Design load_store_unit, sky130hd; sources not shown.
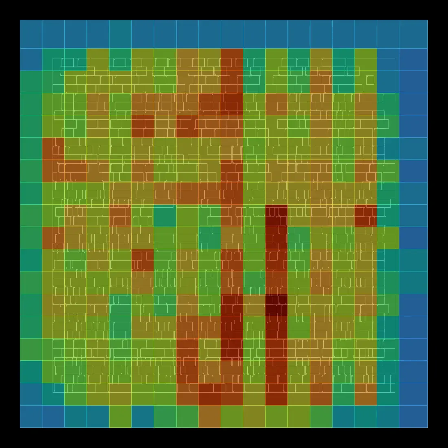
Figure 1: run 1, routing congestion.
global-route total usage across every layer: 0.210
post-layout utilization of the core: 0.707
busiest layer in global routing: met2

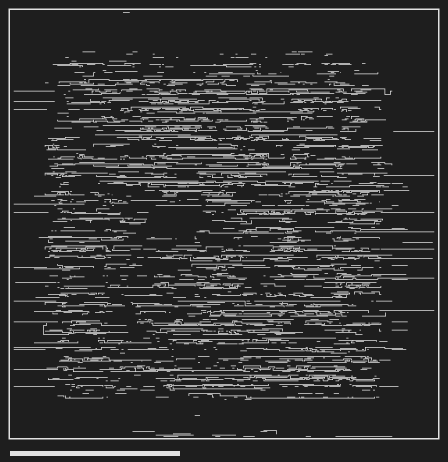
Figure 2: run 1, metal 1.
Bar = 50 um.
wire length on this layer: 7260 um
longest straight run: 39.1 um
share of all routed wire: 41%
nets with wire on the layer: 804
final wirelength: 17500 um
GR Util met1: 0.256

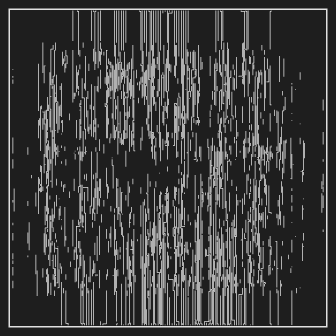
Figure 3: run 1, signal wires on met2.
share of all routed wire: 47%
nets with wire on the layer: 743
GR Util met2: 0.325
Vias: 5204

==> impl_metrics.csv, run 1 <==
group,metric,value,unit
run_status,status,"completed",
pwr,vdd_ir_drop_max,0.000298,V
yosys,synthDominantCellAreaShare,0.404,
yosys,synth_async_sr_flop_share,0,
yosys,syn_area,5400,um2
floorplan,die-height,126,um
layout,stdcell_area,7730,um2
global_route,wire_length_of_the_first_global_routing_pass,27700,um
yosys,syn_inst,620,
final_timing,drv_slew,0,
worst_setup_path,regToRegSetupSlack,1.92,ns
worst_setup_path,r2r_cells,4,
worst_setup_path,worst-endpoint-arrival,2.63,ns
clock_network,post_cts_setup_buffers,0,
detailed_routing,via_per_inst,5.59,
worst_hold_path,hold_class,"reg -> reg",
clock_network,cts_inserted_buffers,9,
pwr,p_leak,2.58,nW
floorplan,core-area,10900,um2
floorplan,top_level_ports,210,
final_timing,hold_slack,0.453,ns
layout,fin_nets,895,
worst_hold_path,holdPathStages,2,
layout,diodes,0,
pwr,cellPowerDensity,393,nW/um2
clock_network,ctsResizeCount,0,
layout,logic_area,2900,um2
worst_setup_path,timing_worst_setup_path_type,"in -> out",
worst_setup_path,cp-end-kind,"output pin",
final_timing,fin_skew,0.00937,ns
layout,drive_above_1_share,0.106,
layout,final.fill_count,902,
clock_network,ctsLongestPathBuffers,2,
yosys,yosysSeqAreaShare,0.404,
run,number_of_violations_of_the_max_capacitance_limit,0,
clock_network,htreeDepth,3,
worst_setup_path,timing.critical_path.cells,"clkdlybuf4s50_1 -> nor2b_1 -> clkdlybuf4s50_1",
final_timing,min_period,3.78,ns
place,place_worst_setup_slack,0.824,ns
final_timing,grt_setup_unrepaired,"no",
clock_network,clk_pin_slew,0.07,ns
floorplan,die_area,15900,um2
worst_setup_path,cpMaxStageDelayCell,"sky130_fd_sc_hd__clkdlybuf4s50_1",
yosys,synthFlopType,"sky130_fd_sc_hd__dfxtp_1",
yosys,yosys_warnings,0,
floorplan,floorplanUtilization,0.494,
yosys,synthTopCellsByCount,"117 x sky130_fd_sc_hd__nand2_1, 109 x sky130_fd_sc_hd__dfxtp_1, 78 x sky130_fd_sc_hd__a21oi_1, 34 x sky130_fd_sc_hd__nand3_1",
final_timing,final-hold-violation-count,0,
yosys,yosys.cell_types.count,47,
final_timing,slew_of_the_pin_with_the_lowest_slew_margin,1.01,ns
detailed_routing,dr.pass1.iters,4,
detailed_routing,ant_nets,0,
worst_setup_path,worstSetupStartpointType,"primary input",
floorplan,die_w,126,um
worst_setup_path,crit_path_max_fanout,10,
yosys,yosysCellCount,620,
place,dp_cells,915,
yosys,synth.area.top_cells,"sky130_fd_sc_hd__dfxtp_1 40%, sky130_fd_sc_hd__nand2_1 8.1%, sky130_fd_sc_hd__a21oi_1 7.2%",
clock_network,cts_tree,"built",
yosys,yosysChipArea,5400,um2
detailed_routing,remaining_drc_errors,0,
worst_setup_path,worst_ep_required_time,3.45,ns
## run 1: metal layers
layer	up-vias	routed length (um)	global-route usage
met1	2430	7260	0.256
met4	0	371	0.0764
li1	2582	-	-
met3	20	1730	0.0881
met2	172	8160	0.325
met5	-	0	0
## run 1: cell families after synthesis
| logic type | synth area share |
|---|---|
| multiplexers | 0.111 |
| AND-OR/OR-AND | 0.249 |
| adder cells (fa/ha/maj) | 0.00927 |
| flip-flops | 0.404 |
| buffers and inverters | 0.0633 |
| AND/OR/NAND/NOR | 0.162 |
| other | 0.000695 |
## run 1: layout make-up
cell class              count  area share
multi-input cells         447       0.374
well taps                 140      0.0226
repair buffers            216       0.279
clock inverters             6     0.00922
inverters                   3     0.00146
clock buffers              10      0.0309
flip-flops and latches    109       0.282
## run 1: power breakdown
part	internal [mW]	switching [mW]	leakage [nW]	total, mW
registers	1.03	0.0800	0.883	1.11
clock network	0.441	0.361	0.139	0.802
logic	0.490	0.634	1.56	1.12
## run 1: worst max-delay path, delay by kind of cell
kind / cells / cell delay [ns]
buf+inv: 2 / 1.27
simple gates: 1 / 0.20
## run 1: per-stage QoR
step | util | total power, mW
after CTS | 0.707 | 3.06
final | 0.707 | 3.04
after global routing | 0.707 | 3.20
after floorplan | - | 1.88
after global placement | 0.679 | 2.22
after detailed placement | 0.679 | 2.25
Figure 4. Routed metal per tile (run 1).
Bar = 50 um. The die is cut into 25 by 25 equal tiles; black is low, pale yellow is high, scaled to the fullest tile. Values are wire area over tile area, all layers added.
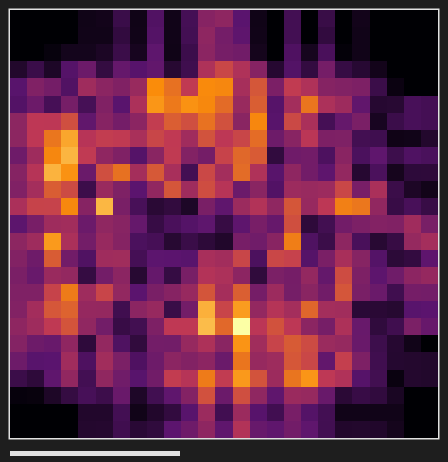

==> run 2, diff against run 1 <==
Settings changed: CORE_UTILIZATION 48 to 44.
Clock period 4.6 ns to 3.55 ns, I/O delays scaled along.
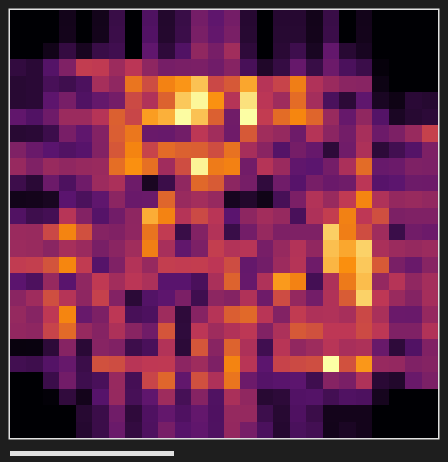
Figure 5: run 2, routed metal per tile.
Bar = 50 um. The die is cut into 26 by 26 equal tiles; black is low, pale yellow is high, scaled to the fullest tile. Values are wire area over tile area, all layers added.
nearly empty tiles: 9.0%
fullest tile: 0.51
emptiest ninth of the die: top right
Routed WL per cell: 18.9 um
global-route total usage across every layer: 0.202
final wirelength: 17900 um

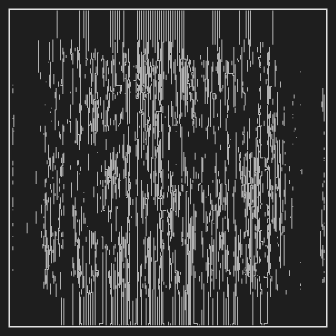
Figure 6: run 2, signal wires on met2.
main direction: vertical
nets with wire on the layer: 743
longest straight run: 47.3 um
Vias: 5295
GR Util met2: 0.318

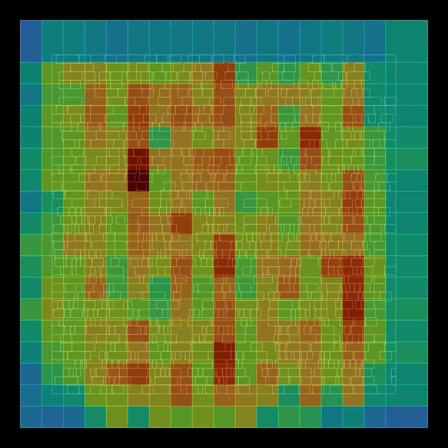
Figure 7: run 2, routing congestion.
met3 usage: 0.0637
GR Util met1: 0.258
post-layout utilization of the core: 0.652

==> run 2 against run 1 <==
Clock power rose by 38%. Sequential power rose by 28%. Sequential cell count did not move. First-iteration DRC count rose by 6.7%. Critical path type unchanged. Via count rose by 1.7%. Combinational power rose by 38%. Sequential share of layout area fell by 0.36 points. Setup slack got worse by 0.31 ns. Worst hold slack barely moved. Final cell count rose by 1.8%. Area after synthesis did not move. Register-to-register slack got worse by 0.74 ns.
==> impl_metrics.csv, run 2 <==
group,metric,value,unit
floorplan,top_level_ports,210,
layout,diodes,0,
place,place_worst_setup_slack,0.329,ns
pwr,power.clock.fraction,0.272,
worst_setup_path,worst_ep_required_time,2.66,ns
final_timing,grt_setup_unrepaired,"no",
worst_setup_path,worstSetupStartpointType,"primary input",
pwr,seq_power_share,0.347,
floorplan,core-area,12000,um2
final_timing,fin_skew,0.00631,ns
clock_network,cts_inserted_buffers,9,
worst_setup_path,cpMaxStageDelayCell,"sky130_fd_sc_hd__clkdlybuf4s50_1",
floorplan,die-height,131,um
yosys,synth_async_sr_flop_share,0,
worst_setup_path,worst-endpoint-arrival,2.15,ns
clock_network,clk_pin_slew,0.07,ns
pwr,powerClk,1.11,mW
clock_network,htreeDepth,3,
pwr,dominant_power_group,"combinational cells",
run_status,status,"completed",
yosys,syn_area,5400,um2
pwr,internal_portion_of_total_power,2.67,mW
pwr,share_comb_of_total_power,0.380,
detailed_routing,dr.pass1.iters,5,
worst_setup_path,timing.critical_path.cells,"clkdlybuf4s50_1 -> nor2b_1 -> clkdlybuf4s50_1",
final_timing,final-hold-violation-count,0,
yosys,yosysChipArea,5400,um2
yosys,synthDominantCellAreaShare,0.404,
final_timing,slew_of_the_pin_with_the_lowest_slew_margin,0.946,ns
yosys,synthFlopType,"sky130_fd_sc_hd__dfxtp_1",
pwr,power.sequential.total,1.42,mW
worst_setup_path,critical_path_depth,3,
pwr,net-switching-power,1.42,mW
global_route,globalRoute.busiestLayer,"met2",
worst_setup_path,regToRegSetupSlack,1.18,ns
floorplan,die_w,131,um
yosys,synthTopCellsByCount,"117 x sky130_fd_sc_hd__nand2_1, 109 x sky130_fd_sc_hd__dfxtp_1, 78 x sky130_fd_sc_hd__a21oi_1, 34 x sky130_fd_sc_hd__nand3_1",
yosys,synth.area.top_cells,"sky130_fd_sc_hd__dfxtp_1 40%, sky130_fd_sc_hd__nand2_1 8.1%, sky130_fd_sc_hd__a21oi_1 7.2%",
final_timing,drv_slew,0,
pwr,comb_power,1.55,mW
-- run 2: cell counts after synthesis --
Identical to the previous run, type by type.
-- run 2: stage by stage --
step,power (mW),hold WS [ns],instance area (um2),std cells,utilization
after floorplan,2.44,0.465,5400,621,-
after global placement,2.96,0.440,7500,932,0.624
after detailed placement,2.99,0.443,7500,932,0.624
after CTS,4.11,0.453,7830,948,0.652
after global routing,4.30,0.466,7830,948,0.652
final,4.09,0.453,7830,948,0.652
-- run 2: layout make-up --
cell class | count | area [um2]
timing repair buffer | 226 | 2220
clock buffer | 11 | 253
inverter | 3 | 11.3
multi-input combinational | 447 | 2900
clock inverter | 5 | 82.6
sequential | 109 | 2180
fill | 1067 | 4180
tap | 147 | 184
-- run 2: tightest hold or removal path: stages, from the launching register on --
cell and delay, ns:
sky130_fd_sc_hd__dfxtp_1 0.31, sky130_fd_sc_hd__nand2_1 0.05, sky130_fd_sc_hd__a21oi_1 0.05
-- run 2: kinds of logic (layout without fill, tap and decap cells) --
| kind of cell | after synthesis | count (layout) | share of synthesized area |
|---|---|---|---|
| and+or+nand+nor | 193 | 193 | 0.162 |
| adders and majority gates | 4 | 4 | 0.00927 |
| AOI/OAI and AO/OA | 193 | 193 | 0.249 |
| other | 1 | 2 | 0.000695 |
| muxes | 55 | 55 | 0.111 |
| DFF | 109 | 109 | 0.404 |
| buffers and inverters | 65 | 245 | 0.0633 |
-- run 2: routing by layer --
layer  share of wire  vias up  wire length [um]
li1                -     2609                 -
met2            0.45      210              8140
met4           0.016        0               291
met1            0.44     2455              7880
met3           0.089       21              1600
met5               0        -                 0
Power figures rest on the tool's default switching activity, not on a simulated workload.
